<file path="src/rtl/mem_access_unit.sv">
// Multi-cycle controller to req/ack memory bridge holding IR and MDR.
// Optional ALIGN_CHECK_EN: misaligned addresses fault instead of being truncated.
module mem_access_unit #(
  parameter int ADDR_W  = 32,
  parameter int DATA_W  = 32,
  parameter int TIMEOUT = 16
) (
  input  logic              clk,
  input  logic              rst,
  input  logic              mem_read,
  input  logic              mem_write,
  input  logic              ir_write,
  input  logic              iord,
  input  logic [ADDR_W-1:0] pc,
  input  logic [ADDR_W-1:0] alu_out,
  input  logic [DATA_W-1:0] wdata,
  output logic [DATA_W-1:0] ir,
  output logic [DATA_W-1:0] mdr,
  output logic              stall,
  output logic              bus_err,
  output logic              m_req,
  output logic              m_we,
  output logic [ADDR_W-1:0] m_addr,
  output logic [DATA_W-1:0] m_wdata,
  input  logic [DATA_W-1:0] m_rdata,
  input  logic              m_ack
);

  typedef enum logic [1:0] {
    IDLE,
    REQ,
    DONE
  } state_t;

  localparam int CW = (TIMEOUT > 2) ? $clog2(TIMEOUT) : 1;
  localparam logic [CW-1:0] CNT_MAX = CW'(TIMEOUT - 1);

  state_t state;
  state_t state_n;

  logic [CW-1:0]     cnt;
  logic              op;
  logic              tgt_ir;
  logic              misal;
  logic              ack_hit;
  logic              to_hit;
  logic [ADDR_W-1:0] addr_sel;
  logic [ADDR_W-1:0] addr_cap;
  logic [DATA_W-1:0] rd_val;

  assign op       = mem_read | mem_write;
  assign addr_sel = iord ? alu_out : pc;

`ifdef ALIGN_CHECK_EN
  assign misal    = |addr_sel[1:0];
  assign addr_cap = addr_sel;
`else
  assign misal    = 1'b0;
  assign addr_cap = addr_sel & {{(ADDR_W-2){1'b1}}, 2'b00};
`endif

  assign ack_hit = (state == REQ) & m_ack;
  assign to_hit  = (state == REQ) & ~m_ack & (cnt == CNT_MAX);
  // A timed-out read returns zero rather than whatever is on the bus.
  assign rd_val  = ack_hit ? m_rdata : '0;

  // Gated by reset so the controller is released the instant reset hits.
  assign stall = rst & op & (state != DONE);

  always_ff @(posedge clk or negedge rst) begin
    if (!rst) begin
      state <= IDLE;
    end else begin
      state <= state_n;
    end
  end

  always_comb begin
    state_n = state;
    unique case (state)
      IDLE: begin
        if (op) begin
          state_n = misal ? DONE : REQ;
        end
      end
      REQ: begin
        if (ack_hit || to_hit) begin
          state_n = DONE;
        end
      end
      DONE: begin
        state_n = IDLE;
      end
      default: begin
        state_n = IDLE;
      end
    endcase
  end

  always_ff @(posedge clk or negedge rst) begin
    if (!rst) begin
      ir      <= '0;
      mdr     <= '0;
      bus_err <= 1'b0;
      m_req   <= 1'b0;
      m_we    <= 1'b0;
      m_addr  <= '0;
      m_wdata <= '0;
      tgt_ir  <= 1'b0;
      cnt     <= '0;
    end else begin
      unique case (state)
        IDLE: begin
          if (op) begin
            m_addr  <= addr_cap;
            m_we    <= mem_write;
            m_wdata <= wdata;
            tgt_ir  <= ir_write;
            if (misal) begin
              bus_err <= 1'b1;
              if (!mem_write) begin
                if (ir_write) begin
                  ir <= '0;
                end else begin
                  mdr <= '0;
                end
              end
            end else begin
              m_req <= 1'b1;
            end
          end
        end
        REQ: begin
          unique case (1'b1)
            ack_hit, to_hit: begin
              m_req <= 1'b0;
              if (to_hit) begin
                bus_err <= 1'b1;
              end
              if (!m_we) begin
                if (tgt_ir) begin
                  ir <= rd_val;
                end else begin
                  mdr <= rd_val;
                end
              end
            end
            default: begin
              cnt <= cnt + 1'b1;
            end
          endcase
        end
        DONE: begin
          cnt <= '0;
        end
        default: begin
          cnt <= '0;
        end
      endcase
    end
  end

endmodule

</file>
<file path="config.mk">
export PLATFORM = sky130hd
export DESIGN_NAME = mem_access_unit
export DESIGN_NICKNAME = d
export VERILOG_FILES = /design/src/rtl/mem_access_unit.sv
export SDC_FILE = /design/constraint.sdc
export NUM_CORES = 1
export LEC_CHECK = 0
export CAP_MARGIN = 10
export CORE_ASPECT_RATIO = 1.5
export CORE_MARGIN = 1
export CORE_UTILIZATION = 42
export DETAILED_ROUTE_END_ITERATION = 7
export GPL_ROUTABILITY_DRIVEN = 0
export GPL_TIMING_DRIVEN = 1
export PLACE_DENSITY_LB_ADDON = 0.25
export SLEW_MARGIN = 20
export SYNTH_ARGS = -nofsm -noshare
export SYNTH_HDL_FRONTEND = slang
export SYNTH_SLANG_ARGS = --single-unit
export TNS_END_PERCENT = 50
</file>
<file path="constraint.sdc">
create_clock -name clk -period 2.1 [get_ports clk]
set_input_delay 0.63 -clock clk [delete_from_list [all_inputs] [get_ports clk]]
set_output_delay 0.63 -clock clk [all_outputs]
set_load 0.01 [all_outputs]
</file>
Placed cells, one color a class:
Scale bar: 20 um. Fill, decap, tap and diode cells in gray.
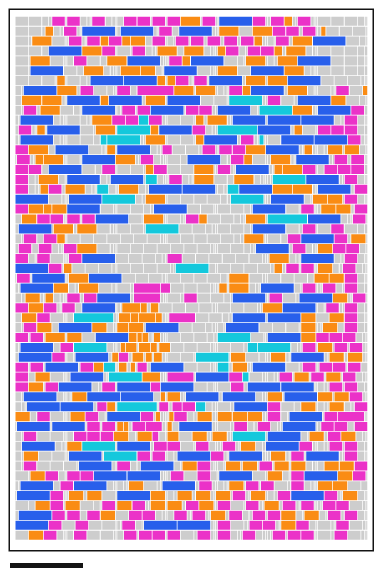
| class | color | cells |
|---|---|---|
| flops | blue | 136 |
| clock drivers and dummy loads | cyan | 32 |
| all other logic | orange | 226 |
| other buffers and delay cells | magenta | 274 |

Wiring by layer:
Scale bar: 20 um. Two of the layers only.
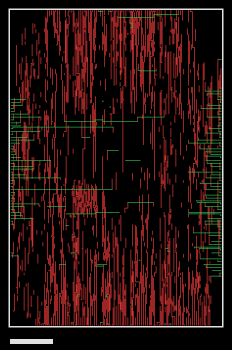
| layer | color | wire length |
|---|---|---|
| met2 | red | 8300 um |
| met3 | green | 887 um |

Routing congestion map:
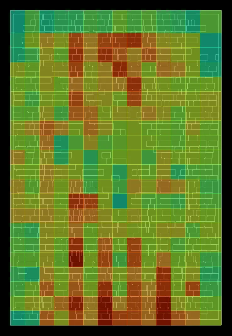
M3 GR Usage: 5.64%
wire length per cell: 17.6 um
met1 global-route usage: 22.6%
final core utilization: 67.9%
Tot GR Track Use: 21.1%

==> job_summary.md <==
## Implementation flow summary

| Metric | Value |
|---|---|
| Post-CTS setup buffers | `0` |
| Post-synth ARST share | `100%` |
| Vias per cell | `4.82` |
| Worst R2R End | `ir[0]` |
| Flop2flop setup slack | `0.14 ns` |
| Pleak | `4.26 nW` |
| Die area | `0.0148 mm2` |
| Max-cap violations | `0` |
| Vias in the first global route | `4441` |
| Slew Viols, Final | `0` |
| N_diodes | `0` |
| Ys flop type | `dfrtp_1` |
| Peak VDD IR | `721 uV` |
| Register-to-Register Path Depth | `5` |
| Cell count in the Yosys report | `386` |
| CTS tree | `built` |
| Status | `finished, final reports clean` |
| Crit share post-route | `98.0%` |
| Finish-stage setup viols | `0` |
| Highest Clock Rate | `486 MHz` |
| Worst Skew | `0.00753 ns` |
| Initial antenna violation count | `0` |
| Fin nets | `791` |
| Drt drc | `0` |
| Total CTS buffers | `17` |
| Initial DRC Count | `102` |
| Die y size | `149 um` |
| Post-synth EDFFs | `0` |
| Final wirelength | `15.2 mm` |
| Unique masters post-synth | `33` |
| Synth Seq Share | `56.5%` |
| Synth flops | `136` |
| OpenROAD warning count | `30` |
| Maximum fanout along the worst path | `16` |
| First-pass GRT wire length | `23.7 mm` |
| FF/Latch Area | `0.00340 mm2` |
| I/O Buffers | `260` |
| Top cells by area | `dfrtp_1, mux2_2, mux2_4` |
| Die X | `99.8 um` |
| RR Startpoint | `cnt[0]` |
| Most area-hungry cell type in the Yosys netlist | `dfrtp_1` |
| TritonRoute pass-1 iters | `4` |
| Slew headroom | `58.0%` |
| Fraction of layout instances using a drive strength above 1 | `30.8%` |
| Final min period | `2.06 ns` |
[what timing repair did]
| item | 4_1_cts | 5_1_grt |
|---|---|---|
| cloned | 1 | 0 |
| resized | 7 | 2 |
| endpoints found under the setup margin | 37 | 2 |
| pin swaps | 1 | 0 |
[per-stage QoR]
stage	hold WS (ns)	TNS, ns	cell area (um2)	util, %
finish	0.284	0	9500	67.9
global route	0.330	0	9500	67.9
CTS	0.291	0	9490	67.9
detailed placement	0.466	-41.85	8840	63.2
global placement	0.442	-39.66	8840	63.2
floorplan	0.334	0	6020	-
[flip-flops by register name, indices dropped and copies added (netlist names)]
name,flops
ir,32
m_wdata,32
tgt_ir,1
m_req,1
mdr,32
m_addr,30
cnt,4
m_we,1
state,2
bus_err,1
[per-layer routing]
metal	global-route usage (%)	part of all wire [%]	wire [um]	up-vias
met4	9.63	2.9	447	0
li1	-	-	-	1903
met5	0	0	0	-
met3	5.64	5.8	886	27
met1	22.6	37	5540	2058
met2	38.3	55	8300	154
[worst max-delay path, cell delays in order]
cell	delay (ns)
clkdlybuf4s50_1	0.51
a31oi_1	0.10
or4b_4	0.58
buf_12	0.20
mux2_1	0.32
[cell usage in the layout, fill, tap and decap left out, drive strengths merged]
cell type	n
a21o	1
a21oi	2
a22o	1
a31oi	1
and2	32
and3	1
and3b	1
buf	16
bufinv	4
clkbuf	18
clkdlybuf4s50	257
clkinv	4
clkinvlp	3
conb	2
dfrtp	136
dlymetal6s2s	1
ha	1
inv	5
mux2	157
nand2	1
nand2b	3
nand3	1
nor2	5
nor3	2
o21ai	4
o311ai	2
o41ai	2
or2	1
or3	1
or3b	1
or4	1
or4b	1
[worst max-delay path by stage]
stage,start,endpoint,slack [ns],cells past startpoint
6_report,m_ack,ir[0],0.04,5
5_1_grt,mem_write,stall,0.002,4
4_1_cts,m_we,m_we,0.02,1
3_5_place_dp,m_ack,ir[0],-0.50,5
3_3_place_gp,m_ack,ir[0],-0.48,5
2_1_floorplan,m_ack,ir[10],0.21,5
[synthesized netlist by cell type, types with 3 or more instances]
master,number
mux2_1,4
and2_1,32
clkbuf_1,9
buf_2,6
dfrtp_1,136
buf_12,3
nor2_1,5
mux2_2,93
o21ai_0,4
buf_6,5
mux2_4,60
[final cells by class]
cell class                      count  share of cell area (%)
Clock buffer                       18                    4.52
Timing Repair Buffer              274                    29.4
Inverter                            2                  0.0791
Sequential cell                   136                    35.8
Multi-Input combinational cell    224                    25.6
Tap cell                          192                    2.53
Clock inverter                     14                    2.07
[report_power, final]
group | total, W | internal (W) | switching, W
clock network | 0.00314 | 0.00200 | 0.00115
registers | 0.00439 | 0.00375 | 0.000638
logic | 0.00556 | 0.00356 | 0.00200
total | 0.0131 | 0.00931 | 0.00379
[kinds of logic (layout without fill, tap and decap cells)]
group	after synthesis	count (layout)	share of synthesized area (%)
adders and majority gates	1	1	0.208
buffers and inverters	27	308	3.37
other	1	2	0.0623
AOI/OAI and AO/OA	13	13	1.45
muxes	157	157	33.1
and+or+nand+nor	51	51	5.28
DFF	136	136	56.5
Power and IR drop assume default switching activity.
